==> src/rtl/img_pkg.sv <==
// Shared definitions for the image sequencing datapath: state codes and default widths.
package img_pkg;

  localparam int DEF_DATA_W = 8;
  localparam int DEF_ADDR_W = 10;

  typedef enum logic [2:0] {
    ST_IDLE  = 3'd0,
    ST_LOAD  = 3'd1,
    ST_RUN   = 3'd2,
    ST_DRAIN = 3'd3,
    ST_DONE  = 3'd4
  } seq_state_e;

endpackage

==> src/rtl/seq_addr_counter.sv <==
// Address counter with clear/increment and an equality flag against a supplied limit.
module seq_addr_counter #(
  parameter int ADDR_W = 10
) (
  input  logic              i_CLK,
  input  logic              i_rst,
  input  logic              i_clr,
  input  logic              i_inc,
  input  logic [ADDR_W-1:0] i_limit,
  output logic [ADDR_W-1:0] o_cnt,
  output logic              o_at_limit
);

  logic [ADDR_W-1:0] cnt_q;

  always_ff @(posedge i_CLK) begin
    if (i_rst) begin
      cnt_q <= '0;
    end else if (i_clr) begin
      cnt_q <= '0;
    end else if (i_inc) begin
      cnt_q <= cnt_q + ADDR_W'(1);
    end
  end

  assign o_cnt      = cnt_q;
  assign o_at_limit = (cnt_q == i_limit);

endmodule

==> src/rtl/conv_sequencer.sv <==
// Sequences image load into the image RAM, streaming to the convolution unit,
// and result capture into the result RAM.
//
// state | meaning
// IDLE  | waiting for load or run request
// LOAD  | image words from the register file written to image RAM
// RUN   | stored pixels streamed to the conv unit, results captured
// DRAIN | all pixels issued, waiting for the remaining results
// DONE  | EOP held until the next load
module conv_sequencer
  import img_pkg::*;
#(
  parameter int DATA_W = DEF_DATA_W,
  parameter int ADDR_W = DEF_ADDR_W
) (
  input  logic              i_CLK,
  input  logic              i_rst,
  input  logic              i_valid,
  input  logic              i_load,
  input  logic              i_run,
  input  logic              i_KNorIMG,
  input  logic [ADDR_W-1:0] i_imgLength,
  input  logic [DATA_W-1:0] i_pixel,
  output logic              o_img_we,
  output logic              o_img_re,
  output logic [ADDR_W-1:0] o_img_addr,
  output logic [DATA_W-1:0] o_img_wdata,
  input  logic [DATA_W-1:0] i_img_rdata,
  input  logic              i_conv_ready,
  output logic              o_conv_valid,
  output logic [DATA_W-1:0] o_conv_data,
  input  logic              i_conv_valid,
  input  logic [DATA_W-1:0] i_conv_result,
  output logic              o_res_we,
  output logic [ADDR_W-1:0] o_res_addr,
  output logic [DATA_W-1:0] o_res_wdata,
  output logic              o_EOP,
  output logic              o_overflow,
  output logic [2:0]        o_state
);

  seq_state_e        state_q;
  logic [ADDR_W-1:0] n_q;
  logic              conv_valid_q;
  logic              overflow_q;
  logic              eop_q;

  logic [ADDR_W-1:0] wr_cnt, rd_cnt, res_cnt;
  logic              wr_full, rd_done, res_done;
  logic              wr_empty, res_last;
  logic              img_strobe, img_we, img_re, res_we;
  logic              enter_load, enter_run;

  assign wr_empty   = (wr_cnt == '0);
  assign img_strobe = (state_q == ST_LOAD) & i_valid & i_KNorIMG;
  assign img_we     = img_strobe & ~wr_full;
  assign img_re     = (state_q == ST_RUN) & i_conv_ready & ~rd_done;
  assign res_we     = i_conv_valid & ((state_q == ST_RUN) | (state_q == ST_DRAIN));
  assign enter_load = i_load & ((state_q == ST_IDLE) | (state_q == ST_DONE));
  assign enter_run  = (state_q == ST_IDLE) & ~i_load & i_run & ~wr_empty;
  // A result landing this cycle may be the last one.
  assign res_last   = res_done | (res_we & ((res_cnt + ADDR_W'(1)) == wr_cnt));

  seq_addr_counter #(.ADDR_W(ADDR_W)) u_wr_cnt (
    .i_CLK(i_CLK), .i_rst(i_rst), .i_clr(enter_load), .i_inc(img_we),
    .i_limit(n_q), .o_cnt(wr_cnt), .o_at_limit(wr_full)
  );

  seq_addr_counter #(.ADDR_W(ADDR_W)) u_rd_cnt (
    .i_CLK(i_CLK), .i_rst(i_rst), .i_clr(enter_run), .i_inc(img_re),
    .i_limit(wr_cnt), .o_cnt(rd_cnt), .o_at_limit(rd_done)
  );

  seq_addr_counter #(.ADDR_W(ADDR_W)) u_res_cnt (
    .i_CLK(i_CLK), .i_rst(i_rst), .i_clr(enter_run), .i_inc(res_we),
    .i_limit(wr_cnt), .o_cnt(res_cnt), .o_at_limit(res_done)
  );

  always_ff @(posedge i_CLK) begin
    if (i_rst) begin
      state_q      <= ST_IDLE;
      n_q          <= '0;
      conv_valid_q <= 1'b0;
      overflow_q   <= 1'b0;
      eop_q        <= 1'b0;
    end else begin
      conv_valid_q <= img_re;
      if (enter_load) begin
        n_q        <= i_imgLength;
        overflow_q <= 1'b0;
        eop_q      <= 1'b0;
      end else if (img_strobe & wr_full) begin
        overflow_q <= 1'b1;
      end
      case (state_q)
        ST_IDLE: begin
          if (i_load) begin
            state_q <= ST_LOAD;
          end else if (i_run) begin
            if (wr_empty) begin
              state_q <= ST_DONE;
              eop_q   <= 1'b1;
            end else begin
              state_q <= ST_RUN;
            end
          end
        end
        ST_LOAD: begin
          if (!i_load) state_q <= ST_IDLE;
        end
        ST_RUN: begin
          if (rd_done) state_q <= ST_DRAIN;
        end
        ST_DRAIN: begin
          if (res_last) begin
            state_q <= ST_DONE;
            eop_q   <= 1'b1;
          end
        end
        ST_DONE: begin
          if (i_load) state_q <= ST_LOAD;
        end
        default: state_q <= ST_IDLE;
      endcase
    end
  end

  assign o_img_we     = img_we;
  assign o_img_re     = img_re;
  assign o_img_addr   = img_we ? wr_cnt : (img_re ? rd_cnt : '0);
  assign o_img_wdata  = img_we ? i_pixel : '0;
  assign o_conv_valid = conv_valid_q;
  assign o_conv_data  = conv_valid_q ? i_img_rdata : '0;
  assign o_res_we     = res_we;
  assign o_res_addr   = res_we ? res_cnt : '0;
  assign o_res_wdata  = res_we ? i_conv_result : '0;
  assign o_EOP        = eop_q;
  assign o_overflow   = overflow_q;
  assign o_state      = state_q;

endmodule

==> config.mk <==
export PLATFORM = sky130hd
export DESIGN_NAME = conv_sequencer
export DESIGN_NICKNAME = d
export VERILOG_FILES = /design/src/rtl/img_pkg.sv /design/src/rtl/seq_addr_counter.sv /design/src/rtl/conv_sequencer.sv
export SDC_FILE = /design/constraint.sdc
export NUM_CORES = 1
export LEC_CHECK = 0
export CORE_ASPECT_RATIO = 0.7
export CORE_MARGIN = 3
export CORE_UTILIZATION = 48
export CTS_BUF_LIST = sky130_fd_sc_hd__clkbuf_8 sky130_fd_sc_hd__clkbuf_16
export CTS_CLUSTER_DIAMETER = 30
export DETAILED_ROUTE_END_ITERATION = 6
export GPL_ROUTABILITY_DRIVEN = 0
export MAX_ROUTING_LAYER = met4
export PLACE_DENSITY = 0.81
export SYNTH_ARGS = -nofsm -noshare
export SYNTH_HDL_FRONTEND = slang
export SYNTH_HIERARCHICAL = 1
export SYNTH_SLANG_ARGS = --single-unit
export TNS_END_PERCENT = 100
==> constraint.sdc <==
create_clock -name i_CLK -period 3.3 [get_ports i_CLK]
set_input_delay 0.66 -clock i_CLK [delete_from_list [all_inputs] [get_ports i_CLK]]
set_output_delay 0.66 -clock i_CLK [all_outputs]
set_load 0.03 [all_outputs]
==> images/met2.png <==
(4 px per um)
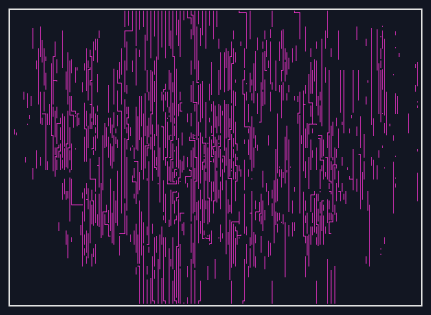
share of all routed wire	45%
nets with wire on the layer	445

==> images/registers.png <==
(4 px per um) Other sequential cells in the stronger gray, the rest of the logic in the fainter gray.
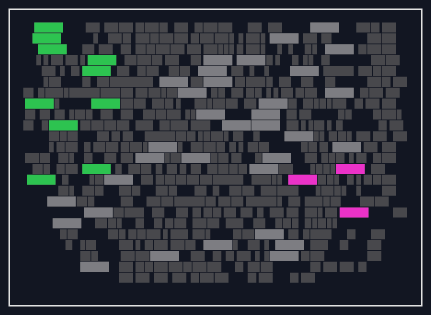
color	name in the netlist	sequential cells
green	`u_rd_cnt/o_cnt`	10
magenta	`o_state`	3
not colored	33

==> images/density.png <==
(4 px per um) 10 x 7 tiles, from black (low) to pale yellow (high), 0 to 100% covered.
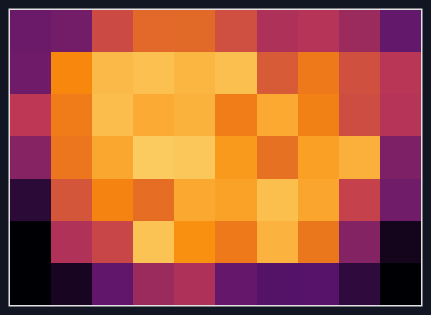
fullest tile	89%
tiles over 75% full	30%
densest ninth of the die	middle
nearly empty tiles	4.3%
mean over tiles	56%

==> images/pdn.png <==
(4 px per um) Pins as bars on the die edge.
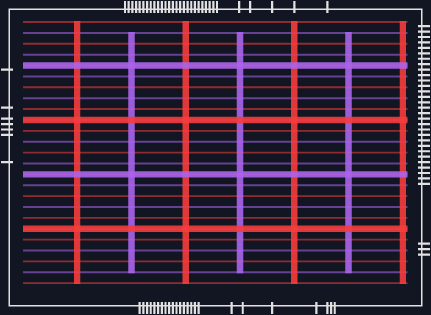
color	net
red	VSS
purple	VDD
rows	24
met4 straps	7
signal pins	95
met5 straps	4
met1 rails	25

[path summary, 6_finish.rpt]
kind,start,slack (ns),depth (start not counted),endpoint
max reg2reg,u_wr_cnt/o_cnt[4]$_SDFFE_PP0P_,0.70,10,u_wr_cnt/o_cnt[7]$_SDFFE_PP0P_
max,u_wr_cnt/o_cnt[4]$_SDFFE_PP0P_,0.11,8,o_img_wdata[6]
min,n_q[2]$_SDFFE_PP0P_,0.48,2,n_q[2]$_SDFFE_PP0P_
min reg2reg,n_q[2]$_SDFFE_PP0P_,0.48,2,n_q[2]$_SDFFE_PP0P_
[state kept, by name, indices dropped and copies added, names as in the netlist]
register and flops:
n_q 10, o_EOP 1, o_conv_valid 1, u_rd_cnt/o_cnt 10
u_wr_cnt/o_cnt 10, o_state 3, o_overflow 1, u_res_cnt/o_cnt 10
[where the power goes]
group	switching (W)	internal, W	total, W
registers	0.0000410	0.000584	0.000625
logic	0.000199	0.000183	0.000383
clock network	0.000202	0.000223	0.000425
[timing repair]
action / CTS / global route
endpoints found under the hold margin: 0 / 0
resized: 0 / 1
hold buffers: 0 / 0
setup buffers: 0 / 0
setup endpoints to repair: 0 / 10
[metal layers]
| metal | part of all wire [%] | vias to the layer above | routed length, um |
|---|---|---|---|
| met2 | 45 | 115 | 4033 |
| met5 | 0 | - | 0 |
| met3 | 7.7 | 5 | 699 |
| li1 | - | 1567 | - |
| met1 | 47 | 1511 | 4271 |
| met4 | 0.38 | 0 | 34 |
[layout make-up]
type | instances | area, um^2 | share of cell area (%)
clock buffers | 5 | 68.82 | 1.591
clock inverters | 3 | 40.04 | 0.9257
inverters | 9 | 33.78 | 0.7810
multi-input cells | 310 | 2131 | 49.26
flip-flops and latches | 46 | 920.9 | 21.29
well taps | 78 | 97.59 | 2.256
repair buffers | 110 | 1033 | 23.89
==> results_dict.tcl <==
# flow metrics
set metrics [dict create \
    floorplan.initialDensity_pct 50.12 \
    synth_top_area_cells "sky130_fd_sc_hd__dfxtp_1 (29%), sky130_fd_sc_hd__xnor2_1 (11%), sky130_fd_sc_hd__and2_1 (6.8%)" \
    cts.sinks 46 \
    routed_wire_length_per_instance_um 16.11 \
    num_io_pins 95 \
    clock.fmax_mhz 313.3 \
    layout-drive-gt1-share_pct 12.84 \
    clock-skew-final_ns 0.007930 \
    worst_path_max_delay_cell "sky130_fd_sc_hd__clkdlybuf4s50_1" \
    ys_chip_area_um2 3146 \
    cellLeakagePower_nw 1.588 \
    use_met1_pct 33.87 \
    slew-limit-headroom_pct 36.70 \
    cell_type_count 51 \
    dpl.cell_count 553 \
    hold_ws_ns 0.4796 \
    grt_setup_unrepaired "no" \
    totalNegativeSetupSlack_ns 0 \
    crit_path_start_kind "register" \
    postSynthNetCount 429 \
    grt_max_degree 27 \
    drt-pass1-iter-count 4 \
    clock_latency_on_the_worst_skew_pair_ns 0.31 \
    route.detailed.vias_per_inst 5.701 \
    antenna_found_initial 0 \
    cap_violations 0 \
    global_route.peak_usage_layer "met2" \
    drt_drc_violations_left 0 \
    grt_pass1_wl_um 14210 \
    log.warning_count 26 \
    cp_data_required_time_ns 2.64 \
    core_region_area_um2 6276 \
    post_layout_nonfiller_instances 561 \
    floorplan.rows 24 \
    result_of_the_run "finished clean" \
    port_buffers 94 \
    cell_count_in_the_yosys_report 383 \
    mux_share_pct 0.9547 \
    detailed_place_hpwl_um 6743 \
    synth_area_per_cell_um2 8.213 \
    power.density_cell_area_nw_per_um2 331.2 \
    die_h_um 73.73 \
    placement.cell_area_um2 4210 \
    ys_warn_count 6 \
    global_route.usage.met3_pct 6.452 \
    vias_in_the_first_global_route 2886 \
    post_detailed_route_count_of_antenna_violating_nets 0 \
    cts_max_level 2 \
    top_area_cell "sky130_fd_sc_hd__dfxtp_1" \
    max_stage_delay_ns 0.67 \
    proportion_of_synthesized_chip_area_in_sequential_cells_pct 29.28 \
]
Power and IR drop assume default switching activity.
